[src/rtl/alu_exec_mc.sv]
// alu_exec_mc: multicycle-datapath execute unit.
// Decodes ALUOp/funct fields into an internal ALU control code, latches the
// operands on start, and reports the registered result with a one-cycle done.
// Simple ops finish in 2 cycles; MUL/MULHU/DIVU/REMU iterate one bit per cycle.
// Optional feature macro: ALU_MULDIV_EN (iterative RV32M multiply/divide).
module alu_exec_mc #(
    parameter int XLEN   = 32,
    parameter int CTRL_W = 4
) (
    input  logic            clk,
    input  logic            reset_n,
    input  logic            start,
    input  logic [1:0]      ALUOp,
    input  logic            op_5,
    input  logic [2:0]      funct3,
    input  logic            funct7_5,
    input  logic            funct7_0,
    input  logic [XLEN-1:0] SrcA,
    input  logic [XLEN-1:0] SrcB,
    output logic            busy,
    output logic            done,
    output logic [XLEN-1:0] ALUResult,
    output logic            Zero,
    output logic            illegal
);
    localparam int SH_W = $clog2(XLEN);

    localparam logic [CTRL_W-1:0] C_ADD   = CTRL_W'(0);
    localparam logic [CTRL_W-1:0] C_SUB   = CTRL_W'(1);
    localparam logic [CTRL_W-1:0] C_AND   = CTRL_W'(2);
    localparam logic [CTRL_W-1:0] C_OR    = CTRL_W'(3);
    localparam logic [CTRL_W-1:0] C_XOR   = CTRL_W'(4);
    localparam logic [CTRL_W-1:0] C_SLT   = CTRL_W'(5);
    localparam logic [CTRL_W-1:0] C_SLTU  = CTRL_W'(6);
    localparam logic [CTRL_W-1:0] C_SLL   = CTRL_W'(7);
    localparam logic [CTRL_W-1:0] C_SRL   = CTRL_W'(8);
    localparam logic [CTRL_W-1:0] C_SRA   = CTRL_W'(9);
`ifdef ALU_MULDIV_EN
    localparam logic [CTRL_W-1:0] C_MUL   = CTRL_W'(10);
    localparam logic [CTRL_W-1:0] C_MULHU = CTRL_W'(11);
    localparam logic [CTRL_W-1:0] C_DIVU  = CTRL_W'(12);
    localparam logic [CTRL_W-1:0] C_REMU  = CTRL_W'(13);
`endif

    typedef enum logic [1:0] {IDLE, MULT, DIVI, FIN} state_t;

    state_t            state_q, state_d;
    logic [CTRL_W-1:0] dec_code;
    logic              dec_ill;
    logic [SH_W-1:0]   shamt;
    logic [XLEN-1:0]   simple_res;
    logic [XLEN-1:0]   res_q;
    logic              ill_q;
    logic [XLEN-1:0]   fin_res;

`ifdef ALU_MULDIV_EN
    // hi_q/lo_q hold {product high, product low} or {remainder, quotient}
    logic [CTRL_W-1:0] code_q;
    logic              iter_q;
    logic [XLEN-1:0]   hi_q, lo_q, opnd_q;
    logic [SH_W-1:0]   cnt_q;
    logic [XLEN:0]     mul_sum, div_shift, div_diff;
    logic              is_mul, is_div;
`endif

    assign shamt = SrcB[SH_W-1:0];
    assign busy  = (state_q != IDLE);

    // ALU control decode from ALUOp and instruction fields
    always_comb begin
        dec_code = C_ADD;
        dec_ill  = 1'b0;
        case (ALUOp)
            2'b00: dec_code = C_ADD;
            2'b01: dec_code = C_SUB;
            2'b10: begin
                if (op_5 && funct7_0) begin
`ifdef ALU_MULDIV_EN
                    case (funct3)
                        3'b000:  dec_code = C_MUL;
                        3'b011:  dec_code = C_MULHU;
                        3'b101:  dec_code = C_DIVU;
                        3'b111:  dec_code = C_REMU;
                        default: dec_ill  = 1'b1;
                    endcase
`else
                    dec_ill = 1'b1;
`endif
                end else begin
                    case (funct3)
                        3'b000:  dec_code = (op_5 && funct7_5) ? C_SUB : C_ADD;
                        3'b001:  dec_code = C_SLL;
                        3'b010:  dec_code = C_SLT;
                        3'b011:  dec_code = C_SLTU;
                        3'b100:  dec_code = C_XOR;
                        3'b101:  dec_code = funct7_5 ? C_SRA : C_SRL;
                        3'b110:  dec_code = C_OR;
                        default: dec_code = C_AND;
                    endcase
                end
            end
            default: dec_ill = 1'b1;
        endcase
    end

    // Single-cycle result for everything that does not iterate
    always_comb begin
        simple_res = '0;
        case (dec_code)
            C_ADD:  simple_res = SrcA + SrcB;
            C_SUB:  simple_res = SrcA - SrcB;
            C_AND:  simple_res = SrcA & SrcB;
            C_OR:   simple_res = SrcA | SrcB;
            C_XOR:  simple_res = SrcA ^ SrcB;
            C_SLT:  simple_res = {{(XLEN-1){1'b0}}, ($signed(SrcA) < $signed(SrcB))};
            C_SLTU: simple_res = {{(XLEN-1){1'b0}}, (SrcA < SrcB)};
            C_SLL:  simple_res = SrcA << shamt;
            C_SRL:  simple_res = SrcA >> shamt;
            C_SRA:  simple_res = $signed(SrcA) >>> shamt;
`ifdef ALU_MULDIV_EN
            // Only divide-by-zero takes these through the simple path
            C_DIVU: simple_res = '1;
            C_REMU: simple_res = SrcA;
`endif
            default: simple_res = '0;
        endcase
        if (dec_ill) simple_res = '0;
    end

`ifdef ALU_MULDIV_EN
    assign is_mul    = (dec_code == C_MUL) || (dec_code == C_MULHU);
    assign is_div    = (dec_code == C_DIVU) || (dec_code == C_REMU);
    // Shift-add multiply step and restoring-divide trial subtraction
    assign mul_sum   = {1'b0, hi_q} + (lo_q[0] ? {1'b0, opnd_q} : {(XLEN+1){1'b0}});
    assign div_shift = {hi_q, lo_q[XLEN-1]};
    assign div_diff  = div_shift - {1'b0, opnd_q};
`endif

    // Result presented at FIN: iterative ops pick their half of hi/lo
    always_comb begin
        fin_res = res_q;
`ifdef ALU_MULDIV_EN
        if (iter_q) begin
            case (code_q)
                C_MUL:   fin_res = lo_q;
                C_MULHU: fin_res = hi_q;
                C_DIVU:  fin_res = lo_q;
                default: fin_res = hi_q;
            endcase
        end
`endif
    end

    // State register
    always_ff @(posedge clk) begin
        if (!reset_n) state_q <= IDLE;
        else          state_q <= state_d;
    end

    // Next-state logic
    always_comb begin
        state_d = state_q;
        case (state_q)
            IDLE: begin
                if (start) begin
                    state_d = FIN;
`ifdef ALU_MULDIV_EN
                    if (is_mul)                     state_d = MULT;
                    else if (is_div && SrcB != '0)  state_d = DIVI;
`endif
                end
            end
`ifdef ALU_MULDIV_EN
            MULT: if (cnt_q == SH_W'(XLEN-1)) state_d = FIN;
            DIVI: if (cnt_q == SH_W'(XLEN-1)) state_d = FIN;
`endif
            FIN:     state_d = IDLE;
            default: state_d = IDLE;
        endcase
    end

    // Operand latch, iteration datapath and output registers
    always_ff @(posedge clk) begin
        if (!reset_n) begin
            done      <= 1'b0;
            illegal   <= 1'b0;
            ALUResult <= '0;
            Zero      <= 1'b1;
            res_q     <= '0;
            ill_q     <= 1'b0;
`ifdef ALU_MULDIV_EN
            code_q    <= C_ADD;
            iter_q    <= 1'b0;
            hi_q      <= '0;
            lo_q      <= '0;
            opnd_q    <= '0;
            cnt_q     <= '0;
`endif
        end else begin
            done <= 1'b0;
            case (state_q)
                IDLE: begin
                    if (start) begin
                        res_q <= simple_res;
                        ill_q <= dec_ill;
`ifdef ALU_MULDIV_EN
                        code_q <= dec_code;
                        iter_q <= (state_d == MULT) || (state_d == DIVI);
                        cnt_q  <= '0;
                        hi_q   <= '0;
                        if (is_mul) begin
                            lo_q   <= SrcB;
                            opnd_q <= SrcA;
                        end else begin
                            lo_q   <= SrcA;
                            opnd_q <= SrcB;
                        end
`endif
                    end
                end
`ifdef ALU_MULDIV_EN
                MULT: begin
                    {hi_q, lo_q} <= {mul_sum, lo_q[XLEN-1:1]};
                    cnt_q        <= cnt_q + SH_W'(1);
                end
                DIVI: begin
                    if (!div_diff[XLEN]) begin
                        hi_q <= div_diff[XLEN-1:0];
                        lo_q <= {lo_q[XLEN-2:0], 1'b1};
                    end else begin
                        hi_q <= div_shift[XLEN-1:0];
                        lo_q <= {lo_q[XLEN-2:0], 1'b0};
                    end
                    cnt_q <= cnt_q + SH_W'(1);
                end
`endif
                FIN: begin
                    done      <= 1'b1;
                    ALUResult <= fin_res;
                    Zero      <= (fin_res == '0);
                    illegal   <= ill_q;
                end
                default: ;
            endcase
        end
    end
endmodule

[config.mk]
export PLATFORM = sky130hd
export DESIGN_NAME = alu_exec_mc
export DESIGN_NICKNAME = d
export VERILOG_FILES = /design/src/rtl/alu_exec_mc.sv
export SDC_FILE = /design/constraint.sdc
export NUM_CORES = 1
export LEC_CHECK = 0
export CAP_MARGIN = 10
export CORE_ASPECT_RATIO = 1.1
export CORE_UTILIZATION = 30
export DETAILED_ROUTE_END_ITERATION = 7
export PLACE_DENSITY = 0.56
export SYNTH_ARGS = -nofsm -noshare
export SYNTH_HDL_FRONTEND = slang
export SYNTH_SLANG_ARGS = --single-unit
[constraint.sdc]
create_clock -name clk -period 5.7 [get_ports clk]
set_clock_uncertainty 0.1 [all_clocks]
set_input_delay 0.855 -clock clk [delete_from_list [all_inputs] [get_ports clk]]
set_output_delay 0.855 -clock clk [all_outputs]
set_load 0.005 [all_outputs]
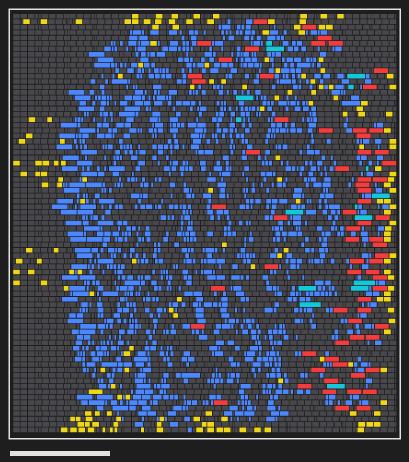
(run_1/placement_by_type.png)
Scale bar: 50 um. Fill, decap, tap and diode cells in grey.
Blue is combinational and other logic, cells 1460, share of their area 76%. Red is sequential cells, cells 69, share of their area 10%. Yellow is remaining buffers and delay cells, cells 179, share of their area 12%. Cyan is clock drivers and dummy loads, cells 16, share of their area 2.4%.
Placeable Area: 40200 um^2
Final Cell Area: 14200 um^2
Final Util: 35.4%

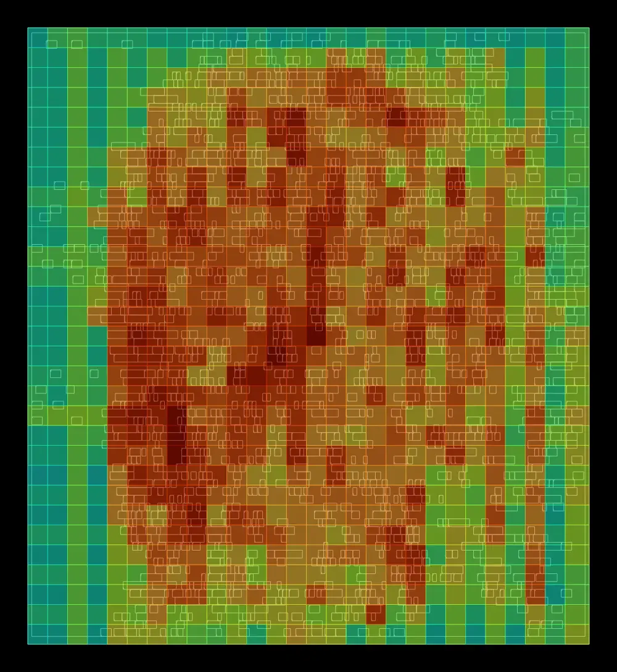
(run_1/congestion.png)
Avg WL per Cell: 28.4 um
GRT Total Usage: 30.2%

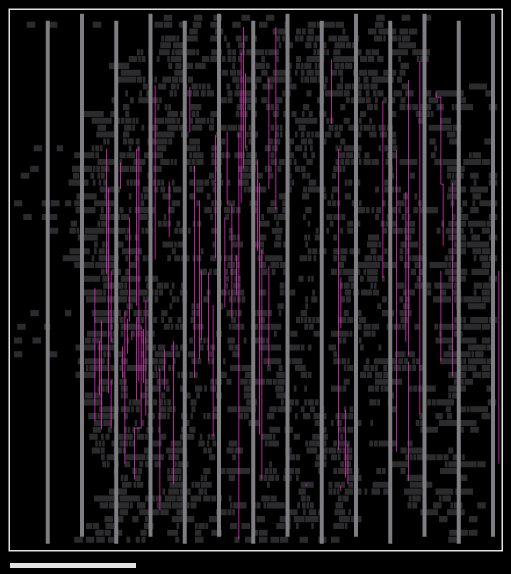
(run_1/layer_met4.png)
Scale bar: 50 um. Supply wires on this layer in grey.
The wires run mostly vertical. The layer carries 3110 um of wire. The layer holds 4.9% of the routed length. The longest straight run is 161 um.
routed vias: 14100
drt total wl: 63.5 mm

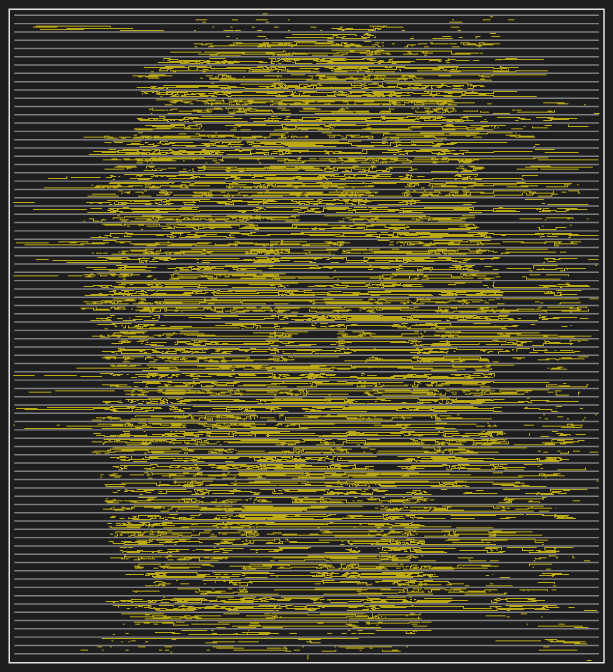
(run_1/layer_met1.png)
Supply wires on this layer in grey.
The wires run mostly horizontal. The longest straight run is 120 um.

==> results.yml, run 1 <==
# implementation run metrics
run_status:
  status: "finished clean"
critical_path:
  crit_required_ns: 5.88
  cp_common_cell: "inv_1"
  startpoint_type: "primary input"
  critPathMaxFanout: 7
  crit_family: "AND-OR/OR-AND gates"
  reg2reg_from: "state_q[0]"
layout:
  fill_cells: 4279
  drive_above_1_share_pct: 11.3
  most-common-layout-cells: "195 x nor2_1, 145 x nand2_1, 137 x a21oi_1"
  layout.area.seq_um2: 1380
  comb_area_share_pct: 69.7
  ff_count: 69
  logic_area_um2: 9900
  nClkBuffers: 9
  dominant-cell-class: "combinational gates"
  final_layout_top_logic_cell: "nor2_1"
  num-nonclk-buffers: 179
global_route:
  antenna_found_initial: 1
  gr-total-overflow: 0
  grt_pass1_vias: 13400
  met3_usage_pct: 3.72
drt:
  met1_length_mm: 27.0
  drt_iter0_markers: 1847
  wl_met2_mm: 28.5
  wl_met3_mm: 4.85
synthesis:
  synthTopLogicFamily: "AND-OR/OR-AND gates"
  synth_stat.cells: 1668
  yosys.area.top_type: "dfxtp_1"
  synth-edff-count: 0
  syn_inst: 1668
  topCellsByArea: "dfxtp_1 11%, ha_1 11%, mux4_2 9.7%, mux2i_1 6.1%, nor2_1 6.0%"
final_timing:
  hold_viol: 0
  relSlewSlack_pct: 18.4
  worst_pin_slew_ns: 1.19
  timing.hold.ws_ns: 0.388
power_and_ir_drop:
  p_sw_mw: 1.10
  power_density_nw_per_um2: 173
  p_clk_uw: 656
  comb_power_mw: 1.26
  p_sw_share_pct: 44.8
clock_tree:
  cts_tree: "built"
  cts_made_buffers: 9
  clk_pin_slew_worst_paths_ns: 0.06
  cts-htree-levels: 3
worst_hold_path:
  whs_endpoint: "Zero"
die:
  tap_cells: 513
  rows: 77
placement:
  gp_congestion: 1.01
  hpwlAfterDp_mm: 49.8
job:
  warnings: 96
--- run 2 (diff from run 1) ---
Settings changed: PLACE_DENSITY 0.56 to 0.58.
Clock period 5.7 ns to 3.7 ns, I/O delays scaled along.
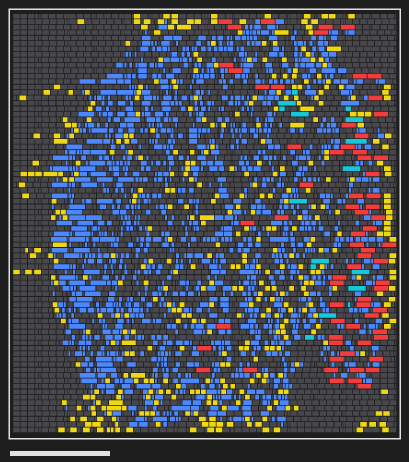
(run_2/placement_by_type.png)
Scale bar: 50 um. Fill, decap, tap and diode cells in grey.
Cyan is clock drivers and dummy loads, cells 16, share of their area 2.0%. Blue is combinational and other logic, cells 1460, share of their area 66%. Red is sequential cells, cells 69, share of their area 8.8%. Yellow is remaining buffers and delay cells, cells 434, share of their area 23%.
Final Util: 40.6%
Final Cell Area: 16300 um^2

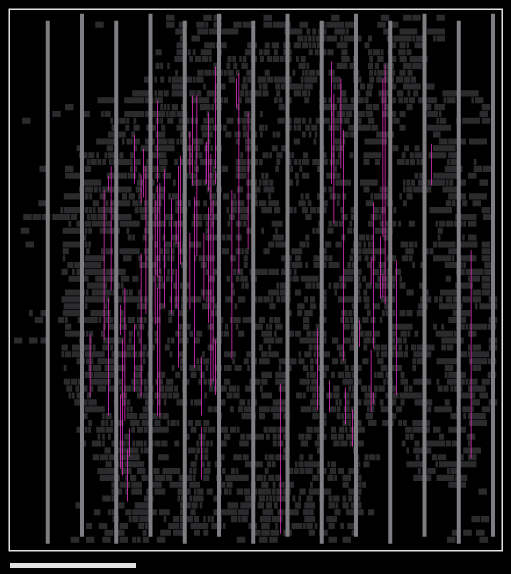
(run_2/layer_met4.png)
Scale bar: 50 um. Supply wires on this layer in grey.
The layer holds 4.2% of the routed length. The layer carries 2680 um of wire.
drt total wl: 64.5 mm
routed vias: 15200

==> run 2 against run 1 <==
Sequential cell count unchanged. Hold slack got worse by 0.011 ns. Largest cell class unchanged. Critical path depth decreased by 2. Largest power group unchanged.
==> results.yml, run 2 <==
# implementation run metrics
clock_tree:
  cts_made_buffers: 9
  clk_pin_slew_worst_paths_ns: 0.06
  cts_hold_buf: 0
  cts_tree: "built"
  cts-htree-levels: 3
critical_path:
  startpoint_type: "primary input"
  crit_required_ns: 3.83
  critPathMaxFanout: 5
  reg2reg_depth: 6
  endpoint: "fin_res[28]"
  cp.depth: 12
  worst_path_largest_cell_delay_ns: 0.55
  crit_path_cell_trace: "clkdlybuf4s50_1 -> inv_1 -> ha_1 -> a21o_1 -> a221oi_4 -> o211ai_2 -> and2_4 -> a311oi_4 -> o21bai_1 -> a31oi_1 -> mux2i_1 -> o311a_1"
  cp-end-kind: "flop"
  reg2reg_from: "state_q[0]"
  crit_family: "AND-OR/OR-AND gates"
synthesis:
  synthTopLogicFamily: "AND-OR/OR-AND gates"
  synth_stat.cells: 1668
  ys_ff: 69
  yosys.area.top_type: "dfxtp_1"
  ys_area_um2: 12200
  topCellsByArea: "dfxtp_1 11%, ha_1 11%, mux4_2 9.7%, mux2i_1 6.1%, nor2_1 6.0%"
  top_cell_area_share_pct: 11.3
  synth-edff-count: 0
  syn_inst: 1668
global_route:
  grt_pass1_vias: 14400
  antenna_found_initial: 0
  gr-total-overflow: 0
  met3_usage_pct: 3.64
layout:
  most-common-layout-cells: "312 x buf_4, 195 x nor2_1, 145 x nand2_1"
  ff_count: 69
  nClkBuffers: 11
  final_layout_top_logic_cell: "buf_4"
  fill_cells: 4171
  drive_above_1_share_pct: 22.9
  logic_area_um2: 9960
  num-nonclk-buffers: 434
  nets: 2154
  comb_area_share_pct: 61.0
  dominant-cell-class: "combinational gates"
  layout.area.seq_um2: 1380
worst_hold_path:
  hold_path_class: "reg -> reg"
  whs_endpoint: "Zero"
power_and_ir_drop:
  p_sw_mw: 1.72
  p_sw_share_pct: 42.8
  power_density_nw_per_um2: 247
  p_clk_share_pct: 23.0
  comb_power_mw: 2.27
  peakVddDrop_v: 0.000201
  p_clk_uw: 925
die:
  rows: 77
  core_util_floorplan_pct: 30.5
  core_um2: 40200
  tap_cells: 513
placement:
  gp_congestion: 1.03
  hpwlAfterDp_mm: 52.9
  place_ws_ns: -0.256
drt:
  wl_met3_mm: 5.90
  drt_iter0_markers: 1897
  wl_met2_mm: 28.9
  met1_length_mm: 27.1
final_timing:
  rsz0062_at_grt: "no"
  relSlewSlack_pct: 42.6
  timing.hold.ws_ns: 0.377
  hold_viol: 0
  worst_pin_slew_ns: 0.861
job:
  warnings: 96
run_status:
  status: "finished clean"
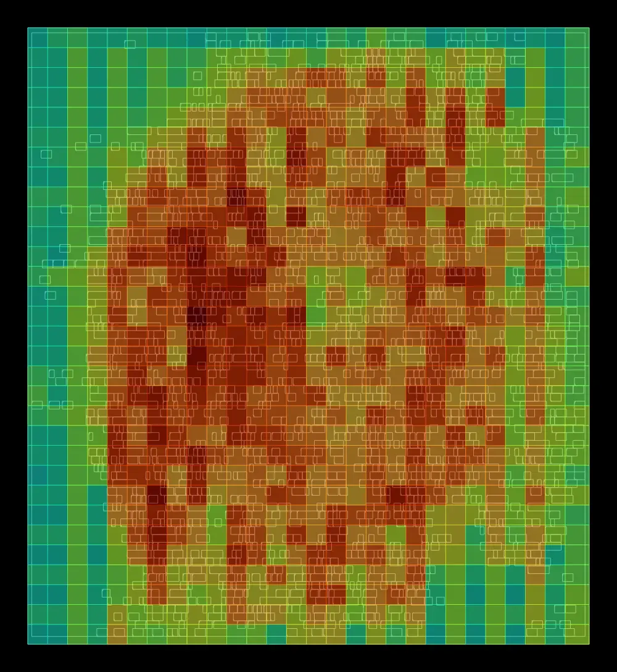
(run_2/congestion.png)
Avg WL per Cell: 25.9 um
GRT Total Usage: 30.4%
most used routing layer: met2

Power and IR drop assume default switching activity.
